### src/rtl/game_of_life_grid.sv
// Conway Life (B3/S23) engine on a WIDTH x HEIGHT field, one generation per clock, with run/step/load control.
// Define GOL_PERIOD2_DETECT_EN to add period-2 oscillator detection (history register, osc2 output).
module game_of_life_grid #(
  parameter int WIDTH          = 5,
  parameter int HEIGHT         = 5,
  parameter int WRAP           = 0,
  parameter int GEN_W          = 16,
  parameter int STOP_ON_STABLE = 1
) (
  input  logic                      clk,
  input  logic                      rst,
  input  logic                      load,
  input  logic [WIDTH*HEIGHT-1:0]   field_in,
  input  logic                      run,
  input  logic                      step,
  output logic [WIDTH*HEIGHT-1:0]   field,
  output logic [GEN_W-1:0]          generation,
  output logic                      running,
  output logic                      stable,
  output logic                      extinct,
  output logic                      osc2
);

  localparam int N = WIDTH * HEIGHT;

  typedef enum logic [1:0] {IDLE, RUN, HALT} state_t;

  state_t         state;
  logic [N-1:0]   nxt;
  logic           is_still;
  logic           hit_osc;
  logic           do_upd;

  function automatic logic life_rule(input logic cur, input logic [8:0] nb);
    logic [3:0] cnt;
    cnt = '0;
    for (int i = 0; i < 9; i++) cnt = cnt + {3'b000, nb[i]};
    return (cnt == 4'd3) || (cur && (cnt == 4'd2));
  endfunction

  function automatic logic [GEN_W-1:0] sat_inc(input logic [GEN_W-1:0] g);
    return (&g) ? g : g + 1'b1;
  endfunction

  // Neighbourhood taps are resolved at elaboration: wrapped or dead border per cell.
  for (genvar r = 0; r < HEIGHT; r++) begin : g_row
    for (genvar c = 0; c < WIDTH; c++) begin : g_col
      logic [8:0] nb;
      for (genvar dr = 0; dr < 3; dr++) begin : g_dr
        for (genvar dc = 0; dc < 3; dc++) begin : g_dc
          localparam int  RR  = r + dr - 1;
          localparam int  CC  = c + dc - 1;
          localparam int  RW  = (RR + HEIGHT) % HEIGHT;
          localparam int  CW  = (CC + WIDTH) % WIDTH;
          localparam bit  INB = (RR >= 0) && (RR < HEIGHT) && (CC >= 0) && (CC < WIDTH);
          if (dr == 1 && dc == 1) begin : g_ctr
            assign nb[dr*3+dc] = 1'b0;
          end else if (WRAP != 0 || INB) begin : g_tap
            assign nb[dr*3+dc] = field[RW*WIDTH+CW];
          end else begin : g_dead
            assign nb[dr*3+dc] = 1'b0;
          end
        end
      end
      assign nxt[r*WIDTH+c] = life_rule(field[r*WIDTH+c], nb);
    end
  end

  assign is_still = (nxt == field);
  assign extinct  = ~|field;
  assign do_upd   = !load && (((state == IDLE) && !run && step) || ((state == RUN) && run));

`ifdef GOL_PERIOD2_DETECT_EN
  logic [N-1:0] hist;
  logic         hist_vld;

  // hist_vld keeps a cleared history from matching a pattern that dies out.
  assign hit_osc = hist_vld && (nxt == hist) && !is_still;

  always_ff @(posedge clk or posedge rst) begin
    if (rst) begin
      hist     <= '0;
      hist_vld <= 1'b0;
      osc2     <= 1'b0;
    end else if (load) begin
      hist     <= '0;
      hist_vld <= 1'b0;
      osc2     <= 1'b0;
    end else if (do_upd && !is_still) begin
      hist     <= field;
      hist_vld <= 1'b1;
      if (hit_osc) osc2 <= 1'b1;
    end
  end
`else
  assign hit_osc = 1'b0;
  assign osc2    = 1'b0;
`endif

  always_ff @(posedge clk or posedge rst) begin
    if (rst) begin
      field      <= '0;
      generation <= '0;
      stable     <= 1'b0;
      running    <= 1'b0;
      state      <= IDLE;
    end else if (load) begin
      field      <= field_in;
      generation <= '0;
      stable     <= 1'b0;
      running    <= 1'b0;
      state      <= IDLE;
    end else begin
      if (do_upd) begin
        if (is_still) begin
          stable <= 1'b1;
        end else begin
          field      <= nxt;
          generation <= sat_inc(generation);
        end
      end
      case (state)
        IDLE: begin
          if (run) begin
            state   <= RUN;
            running <= 1'b1;
          end
        end
        RUN: begin
          if (!run) begin
            state   <= IDLE;
            running <= 1'b0;
          end else if ((STOP_ON_STABLE != 0) && (is_still || hit_osc)) begin
            state   <= HALT;
            running <= 1'b0;
          end
        end
        default: ;
      endcase
    end
  end

endmodule

### config.mk
export PLATFORM = sky130hd
export DESIGN_NAME = game_of_life_grid
export DESIGN_NICKNAME = d
export VERILOG_FILES = /design/src/rtl/game_of_life_grid.sv
export SDC_FILE = /design/constraint.sdc
export NUM_CORES = 1
export LEC_CHECK = 0
export ABC_CLOCK_PERIOD_IN_PS = 5060
export CORE_ASPECT_RATIO = 0.5
export CORE_MARGIN = 5
export CORE_UTILIZATION = 35
export CTS_BUF_LIST = sky130_fd_sc_hd__clkbuf_4 sky130_fd_sc_hd__clkbuf_8
export DETAILED_ROUTE_END_ITERATION = 8
export DONT_BUFFER_PORTS = 1
export PLACE_DENSITY = 0.48
export SLEW_MARGIN = 0
export SYNTH_ARGS = -nofsm -noshare
export SYNTH_HDL_FRONTEND = slang
export SYNTH_SLANG_ARGS = --single-unit
### constraint.sdc
create_clock -name clk -period 5.06 [get_ports clk]
set_input_delay 1.012 -clock clk [delete_from_list [all_inputs] [get_ports clk]]
set_output_delay 1.012 -clock clk [all_outputs]
set_load 0.005 [all_outputs]
Figure 1. Placement by cell class.
Scale: 2 px per um. Fill, decap, tap and diode cells in gray.
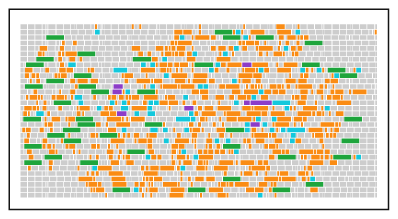
other buffers and delay cells: drawn in cyan, cells 76. flops: drawn in green, cells 44. all other logic: drawn in orange, cells 546. clock drivers and dummy loads: drawn in purple, cells 8.
num rows: 32
Final Core Density: 42.4%
core area: 0.0155 mm^2
Design Area, Final: 0.00658 mm^2
flop share of the area: 16.8%

==> flow_summary.yaml <==
# synthesis and place-and-route metrics
synth:
  fa_ha_area_share_pct: 34.1
  synthArstFlopShare_pct: 100
  simple_gate_share_pct: 16.5
  top_area_cell: "fa_1"
  syn_area_per_cell_um2: 9.19
  top_cell: "inv_1"
  syn_area_mm2: 0.00560
  top_logic_kind: "adder cells"
  synthAoiAreaFrac_pct: 17.2
  dominantRegCellSynth: "dfrtp_1"
  postSynthNetCount: 753
  yosys.stat.seqShare_pct: 19.7
  ys_chip_area_mm2: 0.00560
  synth.distinct_cells: 59
  ys_warn_count: 0
  topCellsByArea: "fa_1, dfrtp_1, ha_1"
  xor_share_pct: 0
  mux_share_pct: 2.70
die:
  die_area_mm2: 0.0188
  die_h_um: 99.4
  io_pins: 75
  n_tap_cell: 204
  die-width_um: 189
setup_path:
  cp.depth: 17
  regToRegSetupSlack_ns: -0.09
  path_class: "flip-flop to flip-flop"
  reg2reg_depth: 17
  setup.worst_path.end_class: "flip-flop"
  start_kind: "flip-flop"
  r2r_start: "field[12]$_DFFE_PP0P_"
  critPathArrivalTime_ns: 5.38
  crit_path_max_incr_delay_ns: 0.56
  setup.worst_path.start: "field[12]$_DFFE_PP0P_"
  critPathCapture: "field[24]$_DFFE_PP0P_"
  slowest_stage: "fa_1"
  crit_buf_inv: 4
  r2r_end: "field[24]$_DFFE_PP0P_"
  worstPathCellList: "clkinvlp_4, fa_1, fa_1, fa_1, inv_1, ha_2, fa_1, or3b_4, o22ai_1, a211o_1, a2111o_1, or4_4, o31ai_4, buf_6, clkbuf_16, o211ai_1, o221a_2"
  worst_ep_required_time_ns: 5.29
grt:
  met3_usage_pct: 4.70
  gr-usage-met2_pct: 30.7
  grt_pass1_vias: 4917
  grt_pass1_wl_um: 28700
  track_usage_pct: 19.6
  antenna_found_initial: 0
  grt_busiest_layer: "met2"
route:
  dr.pass1.iters: 4
  wl_met2_um: 7790
  wl_met1_um: 9110
  met3WireLength_um: 1090
  drt-initial-drc-count: 196
  drcViolationCount: 0
  final_antenna_net_count: 0
  wl_per_cell_um: 20.7
sta:
  fmax_mhz: 194
  tns_ns: -1.78
  worstMarginPinSlew_ns: 0.709
  fin_crit_ns: 5.15
  layout_setup_ws_ns: -0.0866
  period_used_pct: 102
  rsz0062_at_grt: "true"
  setup_violations: 32
  maxSlewHeadroom_pct: 52.7
cells_and_area:
  regMostFlops: "field"
  nFillCells: 1573
  seq_cells: 44
  top_area_cell_class: "multi-input combinational cells"
  fin_nets: 817
  largest_reg_flops: 25
  comb_share_pct: 60.8
  antennaDiodeCount: 0
  signal_buffers: 76
  area_growth_pct: 17.5
  inverters: 115
  clock_buffers: 6
  combGateArea_mm2: 0.00400
  top_regs: "field: 25 flops, generation: 16 flops, state: 2 flops"
  clkCellAreaFrac_pct: 1.84
  logic_gate_count: 431
job:
  maxCapViolCount: 0
clock_tree:
  postCtsHoldBufs: 0
  cts_made_buffers: 5
  cts.sinks: 44
  cts_buffer_depth: 2
  cts.clk_slew.worst_paths_ns: 0.11
  clk_latency_ns: 0.33
  postCtsSetupRepairBufs: 7
  cts_root_buf: "clkbuf_8"
status:
  violations: "negative setup slack"
  outcome: "complete, but fails checks"
min_path:
  hp-class: "flip-flop to flip-flop"
  whs_endpoint: "stable$_DFFE_PP0P_"
  hold_start: "stable$_DFFE_PP0P_"
placement:
  dp.cells: 858
Figure 2. Local utilization.
Scale: 2 px per um. 19 x 10 tiles, from black (low) to pale yellow (high), 0 to 100% covered.
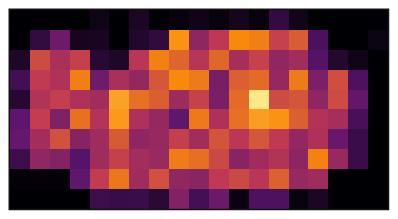
The fullest tile reaches 95%. 18% of the tiles are nearly empty. The mean over all tiles is 34%. The densest ninth of the die: center.
Pre-Place Util: 36.0%

==> cells in the final DEF, fill, tap and decap left out, types with 14 or more instances in the layout <==
cell / synthesis / final
ha_1: 50 / 46
a21oi_1: 24 / 22
nor2_1: 25 / 25
nand3_1: 14 / 14
inv_1: 115 / 107
nor2b_1: 14 / 14
dfrtp_1: 44 / 41
buf_4: 4 / 66
fa_1: 64 / 62
o21a_1: 19 / 19
o21ai_1: 10 / 14
nand2_1: 52 / 52
